[src/rtl/cp0_intc_if.sv]
// Pipeline-side bus of the CP0 interrupt controller.
// The pipeline is the master, the CP0 block is the slave.
interface cp0_intc_if #(
  parameter int NUM_IRQ = 6
);
  logic [1:0]         oper;
  logic [4:0]         addr_r;
  logic [31:0]        data_r;
  logic [4:0]         addr_w;
  logic [31:0]        data_w;
  logic               ir_en;
  logic [NUM_IRQ-1:0] ir_in;
  logic [31:0]        ret_addr;
  logic               jump_en;
  logic [31:0]        jump_addr;
  logic               irq_pending;
  logic               irout;

  modport master (
    output oper, addr_r, addr_w, data_w,
    output ir_en, ir_in, ret_addr,
    input  data_r, jump_en, jump_addr,
    input  irq_pending, irout
  );

  modport slave (
    input  oper, addr_r, addr_w, data_w,
    input  ir_en, ir_in, ret_addr,
    output data_r, jump_en, jump_addr,
    output irq_pending, irout
  );
endinterface

[src/rtl/cp0_intc.sv]
// CP0 with multi-line vectored interrupt controller and compare timer.
// Sources 0..NUM_IRQ-1 are external, source NUM_IRQ is the timer.
module cp0_intc #(
  parameter int NUM_IRQ     = 6,
  parameter int VEC_SPACING = 32,
  parameter int TCR_W       = 32
) (
  input  logic      clk,
  input  logic      rst,
  cp0_intc_if.slave bus
);
  localparam int NI = NUM_IRQ + 1;
  localparam int VSH = $clog2(VEC_SPACING);
  localparam logic [1:0] OP_STORE = 2'd1;
  localparam logic [1:0] OP_ERET  = 2'd2;

  logic              ie_q, ie_d;
  logic              exl_q, exl_d;
  logic [NI-1:0]     im_q, im_d;
  logic [NI-1:0]     ip_q, ip_d;
  logic [4:0]        exc_q, exc_d;
  logic [31:0]       epc_q, epc_d;
  logic [31:0]       ehbr_q, ehbr_d;
  logic [TCR_W-1:0]  tcr_q, tcr_d;
  logic [TCR_W-1:0]  tcmp_q, tcmp_d;
  logic [31:0]       data_r_q, data_r_d;
  logic [NUM_IRQ-1:0] irs_q;

  logic [NI-1:0] pend;
  logic [NI-1:0] set_m;
  logic [NI-1:0] clr_m;
  logic [4:0]    idx;
  logic          take, eret, wr, t_hit;
  logic [31:0]   status_w, cause_w, rd_val;

  assign pend  = ip_q & im_q;
  assign take  = bus.ir_en & ie_q & ~exl_q & (|pend);
  assign eret  = (bus.oper == OP_ERET) & ~take;
  assign wr    = (bus.oper == OP_STORE) & ~take;
  assign t_hit = (tcr_q == tcmp_q) && (tcmp_q != '0);

  // Lowest index wins: scan downward so the last hit is the smallest.
  always_comb begin
    idx = '0;
    for (int i = NI - 1; i >= 0; i--)
      if (pend[i]) idx = 5'(i);
  end

  assign status_w = (32'(im_q) << 8) | {30'b0, exl_q, ie_q};
  assign cause_w  = (32'(ip_q) << 8) | 32'(exc_q);

  always_comb begin
    rd_val = '0;
    case (bus.addr_r)
      5'd0:    rd_val = status_w;
      5'd1:    rd_val = cause_w;
      5'd2:    rd_val = epc_q;
      5'd3:    rd_val = ehbr_q;
      5'd4:    rd_val = 32'(tcr_q);
      5'd5:    rd_val = 32'(tcmp_q);
      default: rd_val = '0;
    endcase
  end

  assign data_r_d = (bus.oper == OP_STORE) ? data_r_q : rd_val;

  assign set_m = {t_hit, bus.ir_in & ~irs_q};

  always_comb begin
    clr_m = '0;
    if (wr && bus.addr_w == 5'd1) clr_m = bus.data_w[8 +: NI];
    if (wr && bus.addr_w == 5'd5) clr_m[NI-1] = 1'b1;
  end

  // Set beats a same-cycle write-1-to-clear.
  assign ip_d = (ip_q & ~clr_m) | set_m;

  always_comb begin
    ie_d   = ie_q;
    exl_d  = exl_q;
    im_d   = im_q;
    exc_d  = exc_q;
    epc_d  = epc_q;
    ehbr_d = ehbr_q;
    tcr_d  = tcr_q + TCR_W'(1);
    tcmp_d = tcmp_q;
    unique case (1'b1)
      take: begin
        exl_d = 1'b1;
        epc_d = bus.ret_addr;
        exc_d = idx;
      end
      eret:    exl_d = 1'b0;
      default: ;
    endcase
    if (wr) begin
      case (bus.addr_w)
        5'd0: begin
          ie_d  = bus.data_w[0];
          exl_d = bus.data_w[1];
          im_d  = bus.data_w[8 +: NI];
        end
        5'd2:    epc_d  = bus.data_w;
        5'd3:    ehbr_d = bus.data_w;
        5'd4:    tcr_d  = bus.data_w[TCR_W-1:0];
        5'd5:    tcmp_d = bus.data_w[TCR_W-1:0];
        default: ;
      endcase
    end
  end

  always_ff @(posedge clk) begin
    if (rst) begin
      ie_q     <= 1'b1;
      exl_q    <= 1'b0;
      im_q     <= '1;
      ip_q     <= '0;
      exc_q    <= '0;
      epc_q    <= '0;
      ehbr_q   <= '0;
      tcr_q    <= '0;
      tcmp_q   <= '0;
      data_r_q <= '0;
      irs_q    <= '0;
    end else begin
      ie_q     <= ie_d;
      exl_q    <= exl_d;
      im_q     <= im_d;
      ip_q     <= ip_d;
      exc_q    <= exc_d;
      epc_q    <= epc_d;
      ehbr_q   <= ehbr_d;
      tcr_q    <= tcr_d;
      tcmp_q   <= tcmp_d;
      data_r_q <= data_r_d;
      irs_q    <= bus.ir_in;
    end
  end

  assign bus.data_r      = data_r_q;
  assign bus.jump_en     = take | eret;
  assign bus.jump_addr   = take ? ehbr_q + (32'(idx) << VSH) : epc_q;
  assign bus.irq_pending = |pend;
  assign bus.irout       = ie_q & ~exl_q;
endmodule

[src/flat_wrapper.sv]
// flat-port wrapper written by rule: the top's interface ports become plain ports
module cp0_intc_flat 
#(
  parameter int NUM_IRQ     = 6,
  parameter int VEC_SPACING = 32,
  parameter int TCR_W       = 32
)
  (clk, rst, bus_oper, bus_addr_r, bus_addr_w, bus_data_w, bus_ir_en, bus_ir_in, bus_ret_addr, bus_data_r, bus_jump_en, bus_jump_addr, bus_irq_pending, bus_irout);
  cp0_intc_if #(.NUM_IRQ(NUM_IRQ)) bus_i ();
  input  logic clk;
  input  logic rst;
  input wire logic [$bits(bus_i.oper)-1:0] bus_oper;
  input wire logic [$bits(bus_i.addr_r)-1:0] bus_addr_r;
  input wire logic [$bits(bus_i.addr_w)-1:0] bus_addr_w;
  input wire logic [$bits(bus_i.data_w)-1:0] bus_data_w;
  input wire logic [$bits(bus_i.ir_en)-1:0] bus_ir_en;
  input wire logic [$bits(bus_i.ir_in)-1:0] bus_ir_in;
  input wire logic [$bits(bus_i.ret_addr)-1:0] bus_ret_addr;
  output wire logic [$bits(bus_i.data_r)-1:0] bus_data_r;
  output wire logic [$bits(bus_i.jump_en)-1:0] bus_jump_en;
  output wire logic [$bits(bus_i.jump_addr)-1:0] bus_jump_addr;
  output wire logic [$bits(bus_i.irq_pending)-1:0] bus_irq_pending;
  output wire logic [$bits(bus_i.irout)-1:0] bus_irout;
  assign bus_i.oper = bus_oper;
  assign bus_i.addr_r = bus_addr_r;
  assign bus_i.addr_w = bus_addr_w;
  assign bus_i.data_w = bus_data_w;
  assign bus_i.ir_en = bus_ir_en;
  assign bus_i.ir_in = bus_ir_in;
  assign bus_i.ret_addr = bus_ret_addr;
  assign bus_data_r = bus_i.data_r;
  assign bus_jump_en = bus_i.jump_en;
  assign bus_jump_addr = bus_i.jump_addr;
  assign bus_irq_pending = bus_i.irq_pending;
  assign bus_irout = bus_i.irout;
  cp0_intc #(.NUM_IRQ(NUM_IRQ), .VEC_SPACING(VEC_SPACING), .TCR_W(TCR_W)) u_core (.clk(clk), .rst(rst), .bus(bus_i));
endmodule
[config.mk]
export PLATFORM = sky130hd
export DESIGN_NAME = cp0_intc_flat
export DESIGN_NICKNAME = d
export VERILOG_FILES = /design/src/rtl/cp0_intc_if.sv /design/src/rtl/cp0_intc.sv /design/src/flat_wrapper.sv
export SDC_FILE = /design/constraint.sdc
export NUM_CORES = 1
export LEC_CHECK = 0
export CORE_UTILIZATION = 59
export DETAILED_ROUTE_END_ITERATION = 8
export GPL_TIMING_DRIVEN = 0
export PLACE_DENSITY = 0.86
export RECOVER_POWER = 100
export SLEW_MARGIN = 20
export SYNTH_ARGS = -nofsm -noshare
export SYNTH_HDL_FRONTEND = slang
export SYNTH_SLANG_ARGS = --single-unit
[constraint.sdc]
create_clock -name clk -period 10.17 [get_ports clk]
set_input_delay 2.034 -clock clk [delete_from_list [all_inputs] [get_ports clk]]
set_output_delay 2.034 -clock clk [all_outputs]
set_load 0.005 [all_outputs]
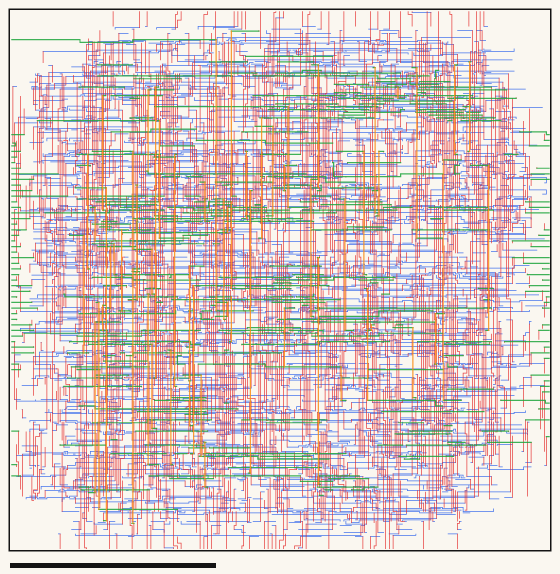
**Above:** routed metal, one colour a layer.
The bar under the picture is 50 um long.
[red] M2 | wire length: 15400 um
[orange] M4 | wire length: 1660 um
[green] M3 | wire length: 3500 um
[blue] M1 | wire length: 13200 um
Tot GR Track Use: 38.8%
final WL: 33.8 mm
routed len/inst: 21.1 um
via count: 10.1k

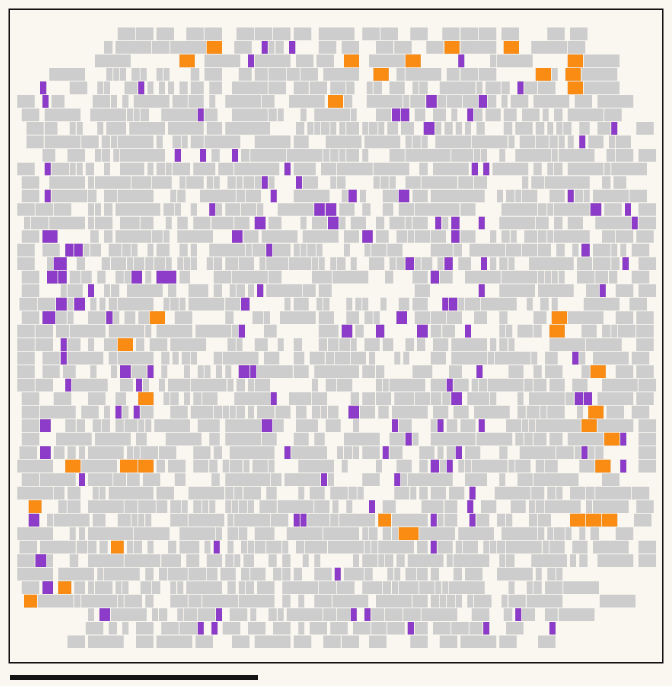
**Above:** gate families picked out.
The bar under the picture is 50 um long.
[orange] non-inverting ao/oa cells | cells: 34 | where: widely spread
[purple] nor cells | cells: 136 | where: widely spread
Comb area share: 45.9%
Commonest Layout Cell: nand2_1

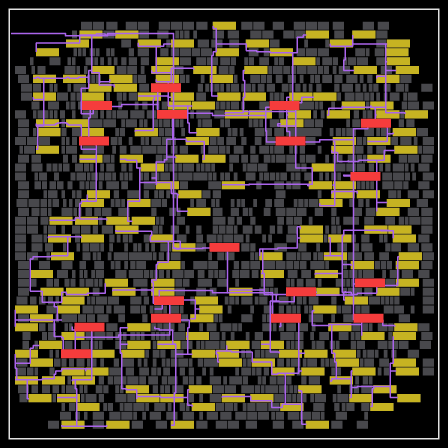
**Above:** clock wires, drivers and flops.
[yellow] flip-flops | count: 185
[red] clock-net drivers | count: 17
[purple] clock wires | length: 2170 um
routed clock nets: 18

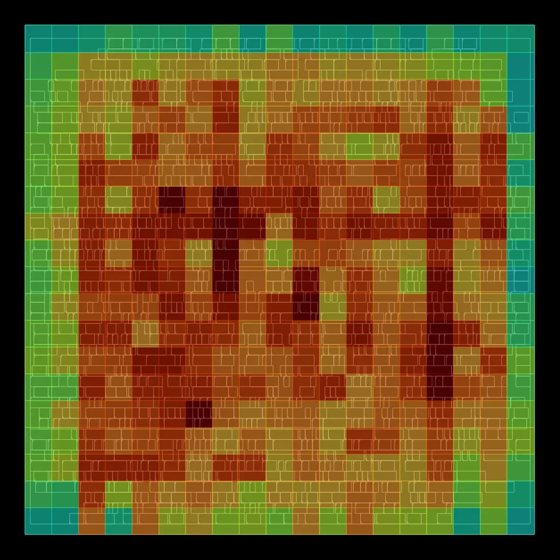
**Above:** congestion heat map.
M1 GR Usage: 49.1%
grt peak-use layer: met2
met3 Track Usage GR: 7.37%

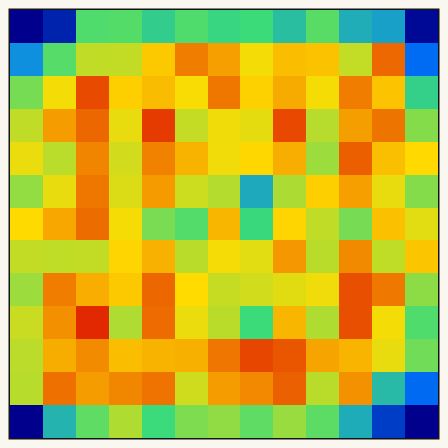
**Above:** placement density heat map.
13 x 13 tiles, from dark blue (low) to red (high), 0 to 100% covered.
fullest tile: 96%
mean over tiles: 68%
nearly empty tiles: 2.4%
tiles over 75% full: 43%

==> deck_impl_summary.md <==
Key Metrics from the Run

Hold path
  – Hold Path Depth: 2
  – Min-delay src: u_core.bus.data_r[14]$_SDFFE_PP0P_
  – Min-Delay Path Class: reg2reg
  – Worst hold endpoint: u_core.bus.data_r[14]$_SDFFE_PP0P_

STA
  – Clk_skew: approximately 0.009 ns
  – Slew Viols, Final: 10
  – TNS Setup: 0 ns
  – Hold Fails Final Rpt: 0
  – Setup ws final: between 2 and 3 ns
  – # setup viols final: 0
  – Slew @ Worst Pin: roughly 2.2 ns
  – RSZ-0062 raised after global routing: false
  – Final period utilization: 75.2%
  – Period minus WS final: 7.64 ns

Route
  – DRT iter0 DRCs: ~1.2k
  – Antenna Nets Post-Route: 0
  – Top routing layer in use: met4
  – Vias per cell: 6.32
  – Met2 wire len: 15.4 mm
  – First-pass DRT Iterations: 6
  – Metal3 WL: between 3 and 4 mm
  – DRC viols: 0

Synth
  – Netlist Area Pre-Place: 9860 sq um
  – XORs/XNORs by Area: 7.73%
  – Max-area cell share: 37.5%
  – Yosys top cell by area: dfxtp_1
  – Synth flops: 185
  – Gate Count Post-Synth: roughly 1.2k
  – Post-synth EDFFs: 0
  – Synthesis area per yosys: about 10000 sq um
  – Synth cell count leaders: nand2_1 (226), dfxtp_1 (185), a21oi_1 (108)
  – Synth cell types: 49
  – Ys cells: between 1k and 1.5k
  – Post-synthesis cell type with the largest instance count: nand2_1
  – Mapped Avg Cell Area: between 8 and 9 sq um
  – Complex Gates by Area: around 22%
  – Asr flop ratio synth: 0%
  – And+or+nand+nor area frac: 20.4%
  – MUX share of area: between 6 and 7%
  – Register share after synthesis: a little under two fifths
  – Adder Area Share: 0.710%
  – Top cells, area: dfxtp_1 (38%), nand2_1 (8.6%), a21oi_1 (5.5%), xnor2_1 (5.3%), mux2i_1 (5.2%)
  – Syn_nets: 1295

Final layout
  – Comb. cell area: 5530 sq um
  – Nets@finish: 1463
  – Fillers: 1250
  – Antenna diodes: 0
  – Area delta synth->final: 22.0%
  – Clock buffer count: 20
  – Non-clk buf share: 15.8%
  – MI comb cells: 907
  – Clock-cell share of area: 4.61%
  – Seq/total area: 30.8%
  – FF/Latch Area: approximately 3700 sq um
  – Layout cell share with drive strength beyond 1: about 5.3%
  – Largest cell class by area: logic gates
  – Flop count: between 150 and 200
  – Final instance area: between 10000 and 15000 sq um
  – Most numerous logic cells after layout: nand2_1 (226), dfxtp_1 (185), a21oi_1 (108)
  – Core Util, Final: around three quarters
  – Inverters: 19

Setup path
  – CP startpoint kind: primary input
  – Worst-path fanout max: 10
  – Critical-path cell list: dlygate4sd3_1 > nand3b_1 > a31o_1 > clkbuf_1 > clkbuf_1 > clkbuf_1 > o21ai_0 > dlygate4sd3_1
  – Reg2Reg Depth: 6
  – Reg2reg start: u_core.ip_q[5]$_SDFF_PP0_
  – Critical path buffer and inverter count: 5
  – WS Path Type: in2out
  – Kind of cell adding the most delay to the critical path: buffers and inverters
  – Slowest-stage cell, CP: dlygate4sd3_1
  – Levels on crit path: 8
  – Worst setup path endpoint: bus_jump_addr[6]
  – Reg2Reg Setup Slack: about 6.8 ns
  – Setup crit end kind: output port
  – Worst Path Required: 8.14 ns
  – Max incr delay on CP: roughly 0.64 ns

Placed design
  – DP Area: roughly 12000 sq um
  – Number of instances in the placed design: 1570
  – RD Place Congestion: 0.980
  – Placement Setup Slack: between 3 and 4 ns
  – Post-DP HPWL: between 20 and 25 mm

Die
  – # Taps: 216
  – Die width: roughly 130 um
  – Top Ports: 152
  – Die ar.: around 17000 sq um
  – # rows: 46
  – Core Util at FP: 61.2%
  – Core area: between 15000 and 20000 sq um
  – Die span in y: 131 um

Global route
  – Met2 usage: 61.9%
  – First-pass GRT wire length: 52.5 mm
  – Gr ovfl total: 0
  – Initial antenna violation count: 0
  – Largest net degree at the start of global routing: 17

Clock network
  – Clock Path Buffers: 2
  – CTS sink count: 185
  – Late-Pin Clk Latency: between 0.4 and 0.5 ns
  – CTS tree: done
  – Clock root cell: clkbuf_16
  – Total setup buffers inserted after CTS: 0
  – Post-CTS Hold Fix Bufs: 0

Power
  – P_clk: 0.000642 W
  – Top Consumer: registers
  – Total power: between 0.0015 and 0.002 W
  – Power Density: around 140 nW/um^2
  – Seq pwr share: 47.0%
  – Comb pwr: 0.000229 W
  – Psw: 0.000446 W
  – Static Leak: approximately 4.2 nW
  – Switching share of power: 27.2%
  – Int Pwr: roughly 0.0012 W
  – Logic pwr share: between 10% and 20%
  – Highest ir drop seen on vdd: between 0.0001 and 0.00015 V

Flow run
  – Max Cap Viol: 1
  – Tool warnings: 26

Status
  – Status: complete, but fails checks
  – Violations in the final reports: max-capacitance violations, max-slew violations
Power and IR drop assume default switching activity.
